==> config.mk <==
export PLATFORM = sky130hd
export DESIGN_NAME = fetch_unit_flat
export DESIGN_NICKNAME = d
export VERILOG_FILES = /design/src/rtl/fetch_pkg.sv /design/src/rtl/fetch_if.sv /design/src/rtl/fetch_btb.sv /design/src/rtl/fetch_unit.sv /design/src/flat_wrapper.sv
export SDC_FILE = /design/constraint.sdc
export NUM_CORES = 1
export LEC_CHECK = 0
export CAP_MARGIN = 20
export CORE_MARGIN = 3
export CORE_UTILIZATION = 48
export DETAILED_ROUTE_END_ITERATION = 6
export PLACE_DENSITY = 0.78
export SLEW_MARGIN = 20
export SYNTH_ARGS = -nofsm -noshare
export SYNTH_HDL_FRONTEND = slang
export SYNTH_SLANG_ARGS = --single-unit
export TNS_END_PERCENT = 5
==> constraint.sdc <==
create_clock -name clk -period 2.5 [get_ports clk]
set_clock_uncertainty 0.1 [all_clocks]
set_input_delay 0.5 -clock clk [delete_from_list [all_inputs] [get_ports clk]]
set_output_delay 0.5 -clock clk [all_outputs]
set_load 0.005 [all_outputs]
==> src/rtl/fetch_pkg.sv <==
// Shared types for the fetch front end: queue entries, BTB entries, 2-bit counter states.
// Fields are sized to the widest supported PC/instruction; modules use the low bits.
package fetch_pkg;
  localparam int PC_MAX  = 32;
  localparam int INS_MAX = 32;

  localparam logic [1:0] CTR_SNT = 2'b00;
  localparam logic [1:0] CTR_WNT = 2'b01;
  localparam logic [1:0] CTR_WT  = 2'b10;
  localparam logic [1:0] CTR_ST  = 2'b11;

  typedef struct packed {
    logic [PC_MAX-1:0]  pc;
    logic [INS_MAX-1:0] instr;
    logic               pred_taken;
    logic [PC_MAX-1:0]  pred_target;
  } fq_entry_t;

  typedef struct packed {
    logic              valid;
    logic [PC_MAX-1:0] tag;
    logic [1:0]        ctr;
    logic [PC_MAX-1:0] target;
  } btb_entry_t;

  function automatic logic [1:0] ctr_next(input logic [1:0] ctr, input logic taken);
    if (taken) return (ctr == CTR_ST) ? CTR_ST : ctr + 2'd1;
    return (ctr == CTR_SNT) ? CTR_SNT : ctr - 2'd1;
  endfunction
endpackage

==> src/rtl/fetch_if.sv <==
// IF/ID boundary handshake: fetch queue head presented to decode.
interface fetch_if #(
  parameter int PC_W  = 9,
  parameter int INS_W = 32
);
  logic             id_valid;
  logic             id_ready;
  logic [INS_W-1:0] id_instr;
  logic [PC_W-1:0]  id_pc;
  logic             id_pred_taken;
  logic [PC_W-1:0]  id_pred_target;

  modport master (output id_valid, id_instr, id_pc, id_pred_taken, id_pred_target,
                  input  id_ready);
  modport slave  (input  id_valid, id_instr, id_pc, id_pred_taken, id_pred_target,
                  output id_ready);
endinterface

==> src/rtl/fetch_btb.sv <==
// Direct-mapped BTB with 2-bit saturating counters; combinational lookup, clocked update.
module fetch_btb import fetch_pkg::*; #(
  parameter int PC_W        = 9,
  parameter int BTB_ENTRIES = 8
) (
  input  logic            clk,
  input  logic            reset,
  input  logic [PC_W-1:0] lookup_pc,
  output logic            pred_taken,
  output logic [PC_W-1:0] pred_next,
  input  logic            upd_valid,
  input  logic [PC_W-1:0] upd_pc,
  input  logic            upd_taken,
  input  logic [PC_W-1:0] upd_target
);
  localparam int IDX_W = $clog2(BTB_ENTRIES);
  localparam int TAG_W = PC_W - IDX_W - 2;

  btb_entry_t       tbl [BTB_ENTRIES];
  logic [IDX_W-1:0] lidx, uidx;
  logic [TAG_W-1:0] ltag, utag;
  logic             lhit, uhit;

  assign lidx = lookup_pc[IDX_W+1:2];
  assign ltag = lookup_pc[PC_W-1:IDX_W+2];
  assign uidx = upd_pc[IDX_W+1:2];
  assign utag = upd_pc[PC_W-1:IDX_W+2];

  assign lhit       = tbl[lidx].valid && (tbl[lidx].tag == PC_MAX'(ltag));
  assign uhit       = tbl[uidx].valid && (tbl[uidx].tag == PC_MAX'(utag));
  assign pred_taken = lhit && tbl[lidx].ctr[1];
  assign pred_next  = pred_taken ? tbl[lidx].target[PC_W-1:0] : lookup_pc + PC_W'(4);

  // Not-taken resolutions never allocate, so cold branches stay predicted fall-through.
  always_ff @(posedge clk) begin
    if (reset) begin
      for (int i = 0; i < BTB_ENTRIES; i++) tbl[i].valid <= 1'b0;
    end else if (upd_valid) begin
      if (uhit) begin
        tbl[uidx].ctr <= ctr_next(tbl[uidx].ctr, upd_taken);
        if (upd_taken) tbl[uidx].target <= PC_MAX'(upd_target);
      end else if (upd_taken) begin
        tbl[uidx] <= '{valid: 1'b1, tag: PC_MAX'(utag), ctr: CTR_WT,
                       target: PC_MAX'(upd_target)};
      end
    end
  end
endmodule

==> src/rtl/fetch_unit.sv <==
// Instruction fetch front end: PC, optional BTB (FETCH_BTB_EN), fetch queue, EX redirect.
// Without FETCH_BTB_EN fetch is strictly sequential and ex_upd_* are ignored.
module fetch_unit import fetch_pkg::*; #(
  parameter int              PC_W        = 9,
  parameter int              INS_W       = 32,
  parameter int              BTB_ENTRIES = 8,
  parameter int              FQ_DEPTH    = 4,
  parameter logic [PC_W-1:0] RESET_PC    = '0
) (
  input  logic             clk,
  input  logic             reset,
  output logic [PC_W-1:0]  imem_addr,
  input  logic [INS_W-1:0] imem_rdata,
  fetch_if.master          id,
  input  logic             ex_redirect,
  input  logic [PC_W-1:0]  ex_redirect_pc,
  input  logic             ex_upd_valid,
  input  logic [PC_W-1:0]  ex_upd_pc,
  input  logic             ex_upd_taken,
  input  logic [PC_W-1:0]  ex_upd_target
);
  localparam int PTR_W = $clog2(FQ_DEPTH);
  localparam int CNT_W = PTR_W + 1;

  logic [PC_W-1:0]  pc, pred_next;
  logic             pred_taken;
  fq_entry_t        fq [FQ_DEPTH];
  fq_entry_t        head_e;
  logic [PTR_W-1:0] head, tail;
  logic [CNT_W-1:0] count;
  logic             push, pop;

`ifdef FETCH_BTB_EN
  fetch_btb #(.PC_W(PC_W), .BTB_ENTRIES(BTB_ENTRIES)) u_btb (
    .clk        (clk),
    .reset      (reset),
    .lookup_pc  (pc),
    .pred_taken (pred_taken),
    .pred_next  (pred_next),
    .upd_valid  (ex_upd_valid),
    .upd_pc     (ex_upd_pc),
    .upd_taken  (ex_upd_taken),
    .upd_target (ex_upd_target)
  );
`else
  logic unused_upd;
  assign unused_upd = ^{ex_upd_valid, ex_upd_pc, ex_upd_taken, ex_upd_target};
  assign pred_taken = 1'b0;
  assign pred_next  = pc + PC_W'(4);
`endif

  assign imem_addr   = pc;
  assign id.id_valid = (count != '0);
  assign pop         = id.id_valid && id.id_ready;
  // A full queue still accepts a push when the head leaves in the same cycle.
  assign push        = !ex_redirect && ((count < CNT_W'(FQ_DEPTH)) || pop);

  assign head_e            = id.id_valid ? fq[head] : '0;
  assign id.id_pc          = head_e.pc[PC_W-1:0];
  assign id.id_instr       = head_e.instr[INS_W-1:0];
  assign id.id_pred_taken  = head_e.pred_taken;
  assign id.id_pred_target = head_e.pred_target[PC_W-1:0];

  always_ff @(posedge clk) begin
    if (reset) begin
      pc    <= RESET_PC;
      count <= '0;
      head  <= '0;
      tail  <= '0;
    end else if (ex_redirect) begin
      pc    <= ex_redirect_pc;
      count <= '0;
      head  <= '0;
      tail  <= '0;
    end else begin
      if (push) begin
        tail <= tail + 1'b1;
        pc   <= pred_next;
      end
      if (pop) head <= head + 1'b1;
      count <= count + CNT_W'(push) - CNT_W'(pop);
    end
  end

  always_ff @(posedge clk) begin
    if (!reset && push)
      fq[tail] <= '{pc: PC_MAX'(pc), instr: INS_MAX'(imem_rdata),
                    pred_taken: pred_taken, pred_target: PC_MAX'(pred_next)};
  end
endmodule

==> src/flat_wrapper.sv <==
// flat-port wrapper written by rule: the top's interface ports become plain ports
module fetch_unit_flat import fetch_pkg::*;
#(
  parameter int              PC_W        = 9,
  parameter int              INS_W       = 32,
  parameter int              BTB_ENTRIES = 8,
  parameter int              FQ_DEPTH    = 4,
  parameter logic [PC_W-1:0] RESET_PC    = '0
)
  (clk, reset, imem_addr, imem_rdata, ex_redirect, ex_redirect_pc, ex_upd_valid, ex_upd_pc, ex_upd_taken, ex_upd_target, id_id_valid, id_id_instr, id_id_pc, id_id_pred_taken, id_id_pred_target, id_id_ready);
  fetch_if #(.PC_W(PC_W), .INS_W(INS_W)) id_i ();
  input  logic clk;
  input  logic reset;
  output logic [PC_W-1:0] imem_addr;
  input  logic [INS_W-1:0] imem_rdata;
  input  logic ex_redirect;
  input  logic [PC_W-1:0] ex_redirect_pc;
  input  logic ex_upd_valid;
  input  logic [PC_W-1:0] ex_upd_pc;
  input  logic ex_upd_taken;
  input  logic [PC_W-1:0] ex_upd_target;
  output wire logic [$bits(id_i.id_valid)-1:0] id_id_valid;
  output wire logic [$bits(id_i.id_instr)-1:0] id_id_instr;
  output wire logic [$bits(id_i.id_pc)-1:0] id_id_pc;
  output wire logic [$bits(id_i.id_pred_taken)-1:0] id_id_pred_taken;
  output wire logic [$bits(id_i.id_pred_target)-1:0] id_id_pred_target;
  input wire logic [$bits(id_i.id_ready)-1:0] id_id_ready;
  assign id_id_valid = id_i.id_valid;
  assign id_id_instr = id_i.id_instr;
  assign id_id_pc = id_i.id_pc;
  assign id_id_pred_taken = id_i.id_pred_taken;
  assign id_id_pred_target = id_i.id_pred_target;
  assign id_i.id_ready = id_id_ready;
  fetch_unit #(.PC_W(PC_W), .INS_W(INS_W), .BTB_ENTRIES(BTB_ENTRIES), .FQ_DEPTH(FQ_DEPTH), .RESET_PC(RESET_PC)) u_core (.clk(clk), .reset(reset), .imem_addr(imem_addr), .imem_rdata(imem_rdata), .id(id_i), .ex_redirect(ex_redirect), .ex_redirect_pc(ex_redirect_pc), .ex_upd_valid(ex_upd_valid), .ex_upd_pc(ex_upd_pc), .ex_upd_taken(ex_upd_taken), .ex_upd_target(ex_upd_target));
endmodule
Figure 1. Placed standard cells.
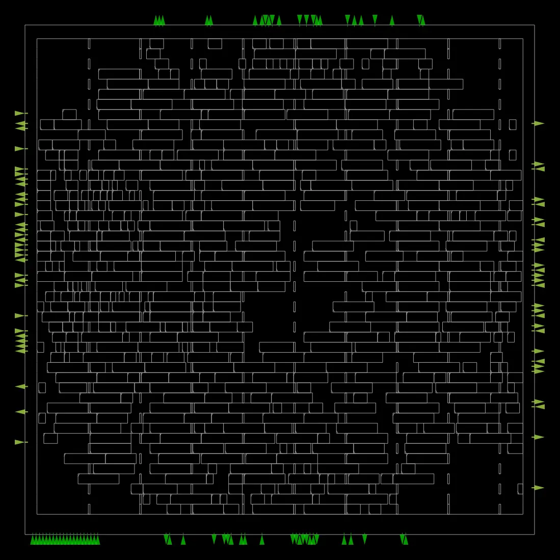
total number of sequential cells: 210
Tapcells: 220
Seq/total area: 57.1%
Rows: 47
Post-Layout Cell Count: 800

Figure 2. Supply network.
Pins as bars on the die edge. Tap cells in grey.
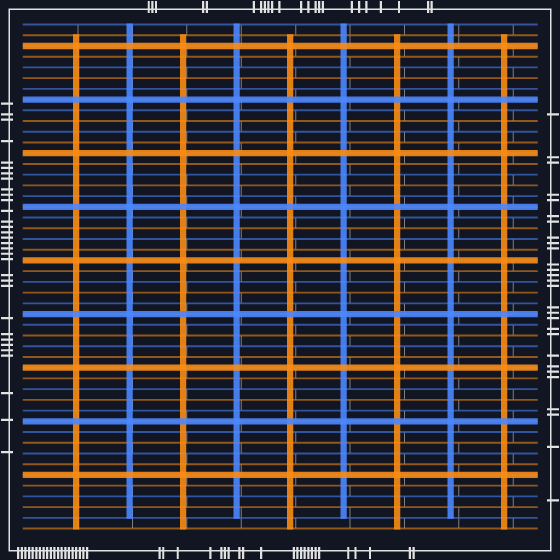
| colour | net |
|---|---|
| orange | VSS |
| blue | VDD |
met4 straps: 9
met1 rails: 48
signal pins: 126
rows: 47
met5 straps: 9
die x size: 137 um
Core Region: 16,700 sq um
Max VDD drop: 0.699 mV
Die H: 137 um

Figure 3. Placed cells, one colour a class.
The bar under the picture is 50 um long. Fill, decap, tap and diode cells in grey.
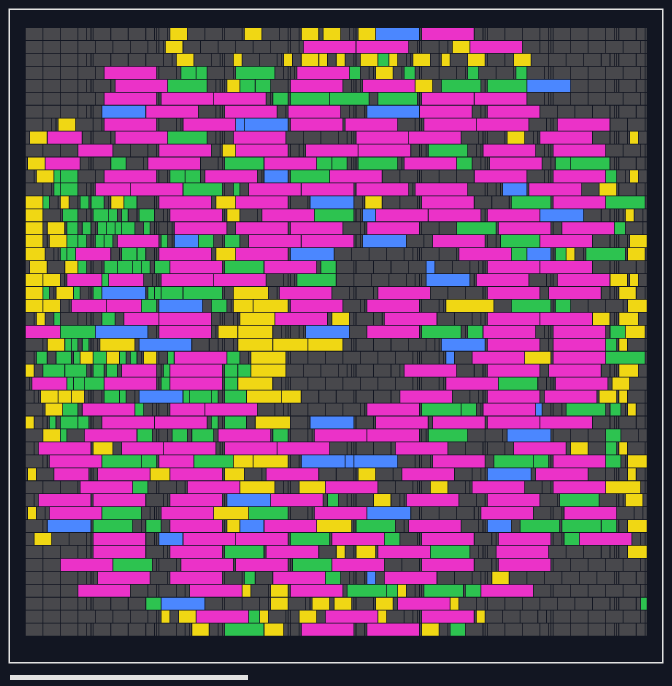
| colour | class | cells |
|---|---|---|
| yellow | other buffers and delay cells | 144 |
| magenta | flops | 210 |
| blue | clock drivers and dummy loads | 40 |
| green | combinational and other logic | 186 |

Figure 4. Metal 2.
The bar under the picture is 50 um long.
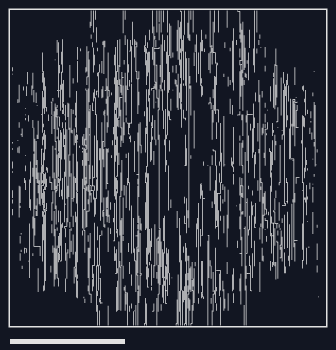
longest straight run: 73.4 um
nets with wire on the layer: 557
main direction: vertical
wire length on this layer: 8,350 um
share of all routed wire: 51%

Figure 5. Clock distribution.
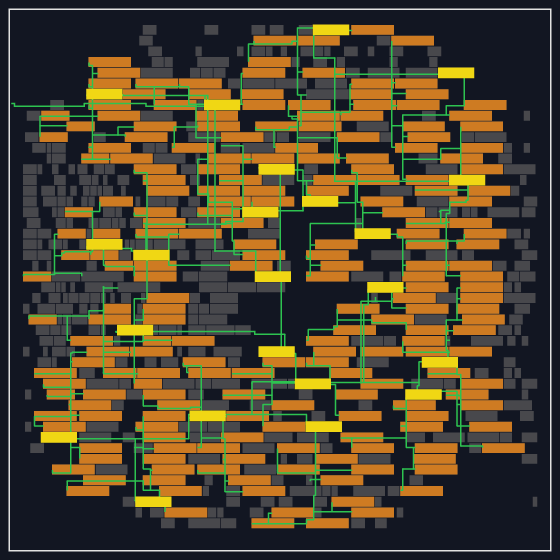
[orange] flip-flops | count: 210
[green] clock wires | length: 2,270 um
[yellow] clock drivers | count: 22
flops lie: widely spread
routed clock nets: 23
Clk power: 3450 uW
Clk pwr share: 40.6%

==> deck_impl_summary.md <==
Flow Results at a Glance

Final timing
  • Setup TNS: -3480 ps
  • Worst Slack Setup Final: -146 ps
  • Crit path time final: 2650 ps
  • Final hold violations: 0
  • RSZ-0062 raised after global routing: true
  • Fin. max-slew vios: 0
  • WHS: roughly 400 ps
  • Period utilisation layout: 106%
  • F_max: around 380 MHz
  • Final setup viols: between 40 and 50

Critical path
  • CP max FO: 5
  • Crit path DAT: between 2000 and 2500 ps
  • Worst r2r src: u_core.count[2]
  • Crit. End Element: primary output
  • Worst path max stage delay: 510 ps
  • CP top delay family: multiplexers
  • CP bufs+invs: 4
  • Most used cell, CP: buf_6
  • Crit Path Category: reg2out
  • Worst-path cell chain: buf_6, buf_6, buf_8, mux4_2, and2_4, buf_6

Clocking
  • H-Tree Depth: 1
  • CTS tree: yes
  • # hold bufs at CTS: 0
  • CTS Buf Count: 22
  • Reg clk slew, reported paths: ~60 ps
  • Clk sinks: 210

Placed design
  • Post-DP HPWL: around 9400 um
  • Routability congestion estimate: about 0.75
  • PortBufs: ~100
  • DP Cell Count: between 700 and 800

GRT
  • Global-route wire length before repair: 25,100 um
  • Grt ovf: 0
  • Initial antenna violation count: 1
  • Total GRT Usage: about 18%
  • Largest net degree at the start of global routing: between 50 and 60
  • Vias in the first global route: between 4,000 and 5,000

Finish
  • Layout cells sized above 1: approximately 36%
  • Ant. Diodes: 0
  • P&R area growth vs syn: 30.6%
  • Final design utilization: between 60% and 70%
  • Final #Nets: between 600 and 700

Synthesis
  • Syn Area/Cell: roughly 20 sq um
  • Yosys Instances: about 420
  • Yosys chip area: 8230 sq um
  • Post-Syn Instances: 421
  • Post-synth regs: ~210
  • Post-Syn Nets: 494
  • Distinct lib cells: 28
  • Synth Cell Area: between 8000 and 9000 sq um
  • Yosys warns: 0
  • Seq share, synth: 74.4%

Hold path
  • Hold path startpoint: u_core.tail[1]

Power and ir drop
  • Static leakage: about 0.0038 uW
  • Total design power: between 8000 and 9000 uW

Routing
  • Post-Route WL: 16,200 um
  • Detail Route Antenna Nets: 0
  • Via Count: between 4,000 and 5,000
  • # DRC: 0
  • Detailed Route Iter0 Violations: about 240

Status
  • Violated checks: setup timing
  • Status: finished with violations

Flow run
  • Stage-log warning count: 52
  • Max Cap Viol: 0

Floorplanning
  • FP Util: about half
  • DIE AREA: ~19,000 sq um
  • IO Pins: ~130
power breakdown:
part | internal (uW) | switching, uW | total [uW]
logic | 610 | 444 | 1050
clock network | 2190 | 1260 | 3450
registers | 3950 | 54.7 | 4000
total | 6740 | 1760 | 8510
placed cells by master (no fill, tap or decap), types with 3 or more instances in the layout:
cell type and count:
nor2_1 13, and2_1 18, buf_2 8, ha_1 7, o21a_1 5, xnor2_1 7, xor2_1 7, buf_6 19
mux2i_1 3, nor2b_1 3, clkdlybuf4s15_1 9, mux4_2 48, inv_1 9, clkinv_2 5, clkbuf_2 22, a21oi_1 5
clkbuf_8 7, bufinv_16 3, and2_4 32, nand2_1 8, edfxtp_1 192, buf_12 18, clkdlybuf4s50_1 54, buf_4 11
and3_2 4, nand3_1 3, nor3_1 8, clkbuf_16 23, dfxtp_1 16
flip-flops by register name, summed over array words and instances, names as in the netlist, named ones only:
| register | cells |
|---|---|
| u_core.head | 2 |
| u_core.fq | 192 |
| u_core.count | 3 |
| u_core.tail | 2 |
| u_core.imem_addr | 9 |
logic make-up after synthesis:
kind of cell | share of synthesized area, %
AND-OR/OR-AND | 0.851
XOR/XNOR | 1.49
adder cells (fa/ha/maj) | 1.31
buffers and inverters | 2.16
flip-flops | 74.4
multiplexers | 13.5
other | 0.0455
AND/OR/NAND/NOR | 6.25
metal layers:
metal | share of wire (%) | wire length [um] | GRT usage, % | vias to the layer above
met5 | 0.12 | 20 | 0 | -
met4 | 1.3 | 206 | 3.82 | 2
met3 | 5.5 | 897 | 3.42 | 19
li1 | - | - | - | 1925
met2 | 51 | 8350 | 30.5 | 118
met1 | 42 | 6760 | 23.8 | 2104
tightest hold or removal path, cell delays in order, from the launching register on:
cell	delay, ps
dfxtp_1	330
nand2_1	70
a21oi_1	60
Yosys cell counts, types with 7 or more instances:
library cell	instances	share of area [%]
edfxtp_1	192	70
and2_1	50	3.8
mux4_2	48	13
dfxtp_1	18	4.4
nor2_1	13	0.59
clkbuf_1	9	0.41
inv_1	9	0.41
nand2_1	8	0.36
nor3_1	8	0.49
buf_2	7	0.43
ha_1	7	1.1
xnor2_1	7	0.74
xor2_1	7	0.74
layout make-up:
| cell class | count | area (sq um) |
|---|---|---|
| timing repair buffer | 144 | 1500 |
| inverter | 9 | 33.8 |
| sequential | 210 | 6130 |
| clock inverter | 9 | 123 |
| fill | 1136 | 5950 |
| tap | 220 | 275 |
| clock buffer | 31 | 676 |
| multi-input combinational | 177 | 2010 |
per-stage QoR:
step           setup WS (ps)  instance area [sq um]
6_report                -146                  10800
5_1_grt                 -209                  10800
4_1_cts                 -247                  10900
3_5_place_dp            -119                   9750
3_3_place_gp           -16.2                   9750
2_1_floorplan          -86.8                   8230
worst paths after layout:
kind | slack (ps) | depth (start not counted) | end
setup / recovery | -150 | 6 | id_id_instr[10]
hold / removal | 410 | 2 | u_core.tail[1]
setup reg to reg | 40 | 10 | u_core.count[2]
hold reg to reg | 410 | 2 | u_core.tail[1]
timing repair:
| action | in CTS | in global routing |
|---|---|---|
| gates resized | 183 | 42 |
| setup buffers | 17 | 1 |
| endpoints found under the hold margin | 0 | 0 |
| endpoints found under the setup margin | 51 | 52 |
| pin swaps | 12 | 0 |
| gates cloned | 4 | 0 |
Power figures rest on the tool's default switching activity, not on a simulated workload.
